$ cat config.mk
export PLATFORM = sky130hd
export DESIGN_NAME = fu_sequencer
export DESIGN_NICKNAME = d
export VERILOG_FILES = /design/src/rtl/fu_sequencer.sv
export SDC_FILE = /design/constraint.sdc
export NUM_CORES = 1
export LEC_CHECK = 0
export CAP_MARGIN = 15
export CORE_MARGIN = 10
export CORE_UTILIZATION = 50
export DETAILED_ROUTE_END_ITERATION = 10
export PLACE_DENSITY = 0.8
export SYNTH_ARGS = -nofsm -noshare
export SYNTH_HDL_FRONTEND = slang
export SYNTH_SLANG_ARGS = --single-unit
$ cat constraint.sdc
create_clock -name clk -period 2.6 [get_ports clk]
set_clock_uncertainty 0.1 [all_clocks]
set_input_delay 0.26 -clock clk [delete_from_list [all_inputs] [get_ports clk]]
set_output_delay 0.26 -clock clk [all_outputs]
set_load 0.01 [all_outputs]
$ cat src/rtl/fu_sequencer.sv
// Sequences single-pass ops and a 32-step shift-add multiply over an external function unit.
// Latency: single-pass accept N -> rsp_valid N+2, MUL accept N -> rsp_valid N+65; response held until rsp_ready.
module fu_sequencer #(
  parameter int DATA_WIDTH    = 32,
  parameter int SHIFTER_WIDTH = 5
) (
  input  logic                     clk,
  input  logic                     rst_n,
  input  logic                     req_valid,
  output logic                     req_ready,
  input  logic [4:0]               req_op,
  input  logic [DATA_WIDTH-1:0]    req_a,
  input  logic [DATA_WIDTH-1:0]    req_b,
  input  logic [SHIFTER_WIDTH-1:0] req_sh,
  output logic [3:0]               fu_sel,
  output logic [DATA_WIDTH-1:0]    fu_a,
  output logic [DATA_WIDTH-1:0]    fu_b,
  output logic [SHIFTER_WIDTH-1:0] fu_sh,
  input  logic [DATA_WIDTH-1:0]    fu_result,
  input  logic                     fu_overflow,
  input  logic                     fu_carry,
  input  logic                     fu_negative,
  input  logic                     fu_zero,
  output logic                     rsp_valid,
  input  logic                     rsp_ready,
  output logic [DATA_WIDTH-1:0]    rsp_result,
  output logic [3:0]               rsp_flags,
  output logic                     busy
);

  localparam int CW = $clog2(DATA_WIDTH) + 1;
  localparam logic [4:0] OP_MUL = 5'h10;

  typedef enum logic [2:0] {S_IDLE, S_EXEC, S_MUL_ADD, S_MUL_SHL, S_RESP} state_t;

  state_t                   r_state, w_next;
  logic [4:0]               r_op;
  logic [DATA_WIDTH-1:0]    r_a, r_b, r_acc, r_mcand, r_mplier, r_result;
  logic [SHIFTER_WIDTH-1:0] r_sh;
  logic [CW-1:0]            r_count;
  logic [3:0]               r_flags;
  logic [CW-1:0]            w_count_inc;
  logic                     w_mul_more;

  assign w_count_inc = r_count + 1'b1;
  assign w_mul_more  = (w_count_inc < CW'(DATA_WIDTH));
  assign busy        = (r_state != S_IDLE);
  assign rsp_result  = r_result;
  assign rsp_flags   = r_flags;

  always_ff @(posedge clk) begin
    if (!rst_n) r_state <= S_IDLE;
    else        r_state <= w_next;
  end

  always_comb begin
    w_next    = r_state;
    req_ready = 1'b0;
    rsp_valid = 1'b0;
    fu_sel    = 4'b0000;
    fu_a      = '0;
    fu_b      = '0;
    fu_sh     = '0;
    case (r_state)
      S_IDLE: begin
        req_ready = 1'b1;
        if (req_valid) w_next = (req_op == OP_MUL) ? S_MUL_ADD : S_EXEC;
      end
      S_EXEC: begin
        // Undefined opcodes 0x11-0x1F fall through as a single pass with the reserved select.
        fu_sel = r_op[4] ? 4'b1111 : r_op[3:0];
        fu_a   = r_a;
        fu_b   = r_b;
        fu_sh  = r_sh;
        w_next = S_RESP;
      end
      S_MUL_ADD: begin
        fu_sel = 4'b0010;
        fu_a   = r_acc;
        fu_b   = r_mcand;
        w_next = S_MUL_SHL;
      end
      S_MUL_SHL: begin
        fu_sel = 4'b1110;
        fu_a   = r_mcand;
        fu_sh  = SHIFTER_WIDTH'(1);
        w_next = w_mul_more ? S_MUL_ADD : S_RESP;
      end
      S_RESP: begin
        rsp_valid = 1'b1;
        if (rsp_ready) w_next = S_IDLE;
      end
      default: w_next = S_IDLE;
    endcase
  end

  always_ff @(posedge clk) begin
    if (!rst_n) begin
      r_op     <= '0;
      r_a      <= '0;
      r_b      <= '0;
      r_sh     <= '0;
      r_acc    <= '0;
      r_mcand  <= '0;
      r_mplier <= '0;
      r_count  <= '0;
      r_result <= '0;
      r_flags  <= '0;
    end else begin
      case (r_state)
        S_IDLE: begin
          if (req_valid) begin
            r_op <= req_op;
            r_a  <= req_a;
            r_b  <= req_b;
            r_sh <= req_sh;
            if (req_op == OP_MUL) begin
              r_acc    <= '0;
              r_mcand  <= req_a;
              r_mplier <= req_b;
              r_count  <= '0;
            end
          end
        end
        S_EXEC: begin
          r_result <= fu_result;
          r_flags  <= {fu_overflow, fu_carry, fu_negative, fu_zero};
        end
        S_MUL_ADD: begin
          if (r_mplier[0]) r_acc <= fu_result;
        end
        S_MUL_SHL: begin
          r_mcand  <= fu_result;
          r_mplier <= r_mplier >> 1;
          r_count  <= w_count_inc;
          // acc is final once the last add step has run; the shift step never touches it.
          if (!w_mul_more) begin
            r_result <= r_acc;
            r_flags  <= {2'b00, r_acc[DATA_WIDTH-1], (r_acc == '0)};
          end
        end
        default: ;
      endcase
    end
  end

endmodule
Metal 2:
Drawn at 2 px/um.
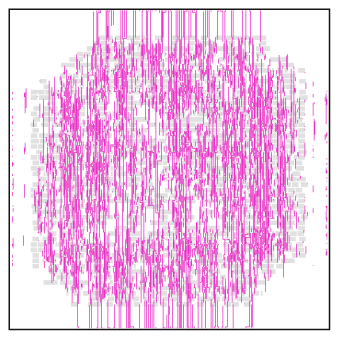
- nets with wire on the layer: 1257
- wire length on this layer: 16200 um
M2 GR Usage: 41.43%
routed via count: 10330
Total Wirelength: 35730 um

Routed metal, one colour a layer:
Drawn at 2 px/um. Two of the layers only.
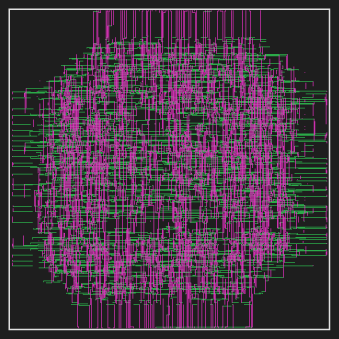
- green: met1 (wire length 14300 um)
- magenta: met2 (wire length 16200 um)
gr usage total: 26.03%
routed wire length per instance: 21.28 um

Ports around the boundary:
Drawn at 3 px/um. Pins as bars across the die edge, other pins in grey.
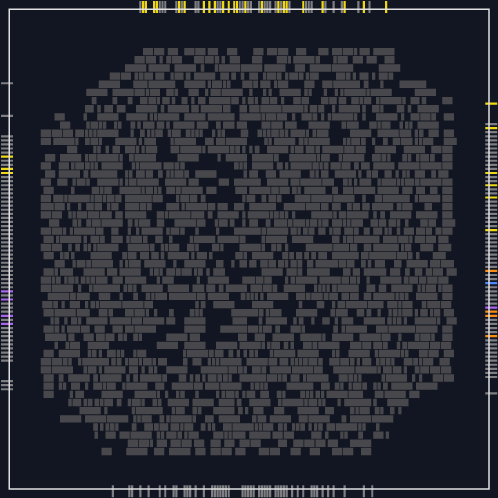
- yellow: rsp_result (pins 32; direction output; edge 23 top, 6 right, 3 left)
- blue: rsp_ready (pins 1; direction input; edge right)
- orange: fu_sel (pins 4; direction output; edge right)
- purple: fu_sh (pins 5; direction output; edge 4 left, 1 right)
- all pins by edge: 65 right, 61 left, 52 top, 48 bottom
die width: 159.4 um
PortBufs: 225
Die Span Y: 159.4 um

Cell outlines without signal wires:
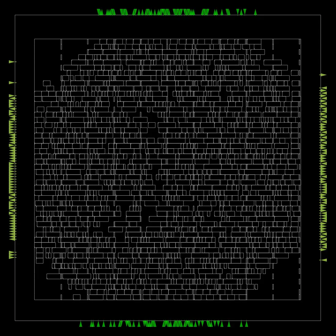
fillers: 1562
final design utilization: 69.75%
Non-Filler Instances: 1679

## timing repair
action / CTS / global route
buffers inserted: 0 / 3
gates resized: 11 / 16
hold endpoints to repair: 0 / 0
endpoints found under the setup margin: 52 / 64
cloned: 0 / 2
pin swaps: 1 / 1
## placed cells by master, fill, tap and decap left out, types with 6 or more instances in the layout
master	synthesis	final
nand2_1	348	347
clkdlybuf4s50_1	0	212
dfxtp_1	215	212
a21oi_1	175	175
a311oi_1	97	97
nor2_1	73	69
a22oi_1	63	61
a22o_1	32	32
mux2_2	32	32
buf_4	0	27
clkbuf_16	0	24
dlymetal6s2s_1	0	13
buf_12	0	12
nor4_1	10	10
clkbuf_8	0	8
and2_1	8	7
o21ai_0	7	7
nand3_1	7	7
o21a_1	6	6
clkbuf_1	96	6
## worst paths after layout
path              cells after the start       start  slack (ns)         to
setup / recovery                      5  r_state[1]       -0.07   fu_b[13]
hold / removal                        3   req_sh[3]        0.21    r_sh[3]
setup reg to reg                      5  r_state[2]        0.15  r_acc[30]
hold reg to reg                       2     r_sh[4]        0.35    r_sh[4]
## registers in the layout, indices dropped and copies added, names as in the netlist
signal	cells
r_state	3
rsp_result	32
r_op	5
r_mplier	32
r_count	6
rsp_flags	4
r_a	32
r_b	32
r_acc	32
r_sh	5
r_mcand	32
## routing by layer
metal	vias to the layer above	routed length (um)	GRT usage [%]
met5	-	29	0
met4	4	1785	11.84
met3	113	3418	6.119
met2	592	16200	41.43
met1	4877	14300	32.76
li1	4742	-	-
## critical path: stages, from the launching register on
cell and delay (ns):
dfxtp_2 0.38, inv_1 0.14, nor3_2 0.29, buf_12 0.24, a22o_1 0.19, clkdlybuf4s50_1 0.55
## cell type report
class | instances | area [um^2] | share of cell area (%)
Clock inverter | 1 | 5.005 | 0.03798
Tap cell | 260 | 325.3 | 2.469
Sequential cell | 215 | 4313 | 32.73
Clock buffer | 37 | 708.2 | 5.374
Inverter | 4 | 20.02 | 0.1519
Antenna cell | 2 | 5.005 | 0.03798
Timing Repair Buffer | 269 | 2805 | 21.29
Multi-Input combinational cell | 891 | 4996 | 37.91
## power groups by stage
stage | Combinational [mW] | Clock, mW | Sequential [mW]
global route | 1.18 | 3.29 | 3.55
floorplan | 0.499 | 0 | 3.60
global placement | 1.05 | 0 | 3.60
finish | 1.09 | 3.15 | 3.54
detailed placement | 1.06 | 0 | 3.60
CTS | 1.07 | 3.16 | 3.53
## through the flow
step                power (mW)  cells  utilization (%)  TNS (ns)  setup slack, ns
CTS                      7.767   1672            69.17   -0.2189         -0.03213
global placement         4.647   1634            65.19         0           0.2628
detailed placement       4.666   1634            65.19         0           0.2116
finish                   7.778   1679            69.75   -0.9438         -0.06925
global route             8.026   1677            69.72    -4.407          -0.1419
floorplan                4.096   1235                -         0           0.6168
## kinds of logic (layout without fill, tap and decap cells)
group / after synthesis / in the layout / share of synthesized area [%]
other: 0 / 2 / 0
buffers and inverters: 129 / 311 / 5.229
flip-flops: 215 / 215 / 44.30
AND-OR/OR-AND: 392 / 392 / 27.38
adder cells (fa/ha/maj): 1 / 1 / 0.1288
multiplexers: 34 / 34 / 3.915
AND/OR/NAND/NOR: 464 / 464 / 19.05
==> results_slide.txt <==
Run Summary

Floorplan
  – Row cnt: 50
  – Io pins: 226
  – Die Footprint: 25410 um^2

Cells and area
  – Share of layout cells above drive strength 1: 9.245%
  – Area delta synth->final: 35.63%

Synthesis
  – Yosys warns: 0
  – Syn_area_per_cell: 7.867 um^2
  – Cell taking the most area after synthesis: dfxtp_1
  – Main area contributors: dfxtp_1 (44%), nand2_1 (13%), a21oi_1 (9.0%)
  – Dominant flop cell: dfxtp_1
  – Post-synthesis instance total: 1235
  – Cell Area, Synth: 9716 um^2
  – Post-synth EDFFs: 0
  – Synth flops: 215
  – Synth Net Count: 1350

Power
  – Net Switching: 1.977 mW
  – Reg power frac: 45.5%
  – Pleak: 4.918 nW
  – VDD IR-drop max: 436.2 uV
  – Gate power share: 14.0%
  – Pwr/cell area: 590.2 nW/um^2
  – P_int: 5.801 mW

Run status
  – Violated checks: negative setup slack
  – Run status: finished with violations

Clock tree
  – Worst-path clk slew: 0.06 ns
  – Clock latency on the worst-skew pair: 0.50 ns
  – CTS tree: built

Timing
  – Slew margin rel.: 28.54%
  – # setup viols final: 36
  – Final hold slack: 0.2092 ns
  – Final worst slack: -0.06925 ns
  – Maximum operating frequency: 0.3746 GHz
  – Final period util: 102.7%
  – Least-Margin Pin Slew: 1.072 ns
  – Crit path time final: 2.669 ns

Global route
  – GRT overflow: 0
  – Initial antenna violation count: 4

Placement
  – DP Area: 12320 um^2
  – GPL Wtd Cong: 0.9290

Run
  – Max_cap viols: 0
  – Tool Warnings: 28

Setup path
  – Crit end category: primary output
  – Critical path arrival: 2.31 ns
  – Crit path max fanout: 31

Route
  – Vias per cell: 6.151
  – Pre-antenna DRT Iters: 7
No activity file was given, so power comes from the tool's default toggle rates.
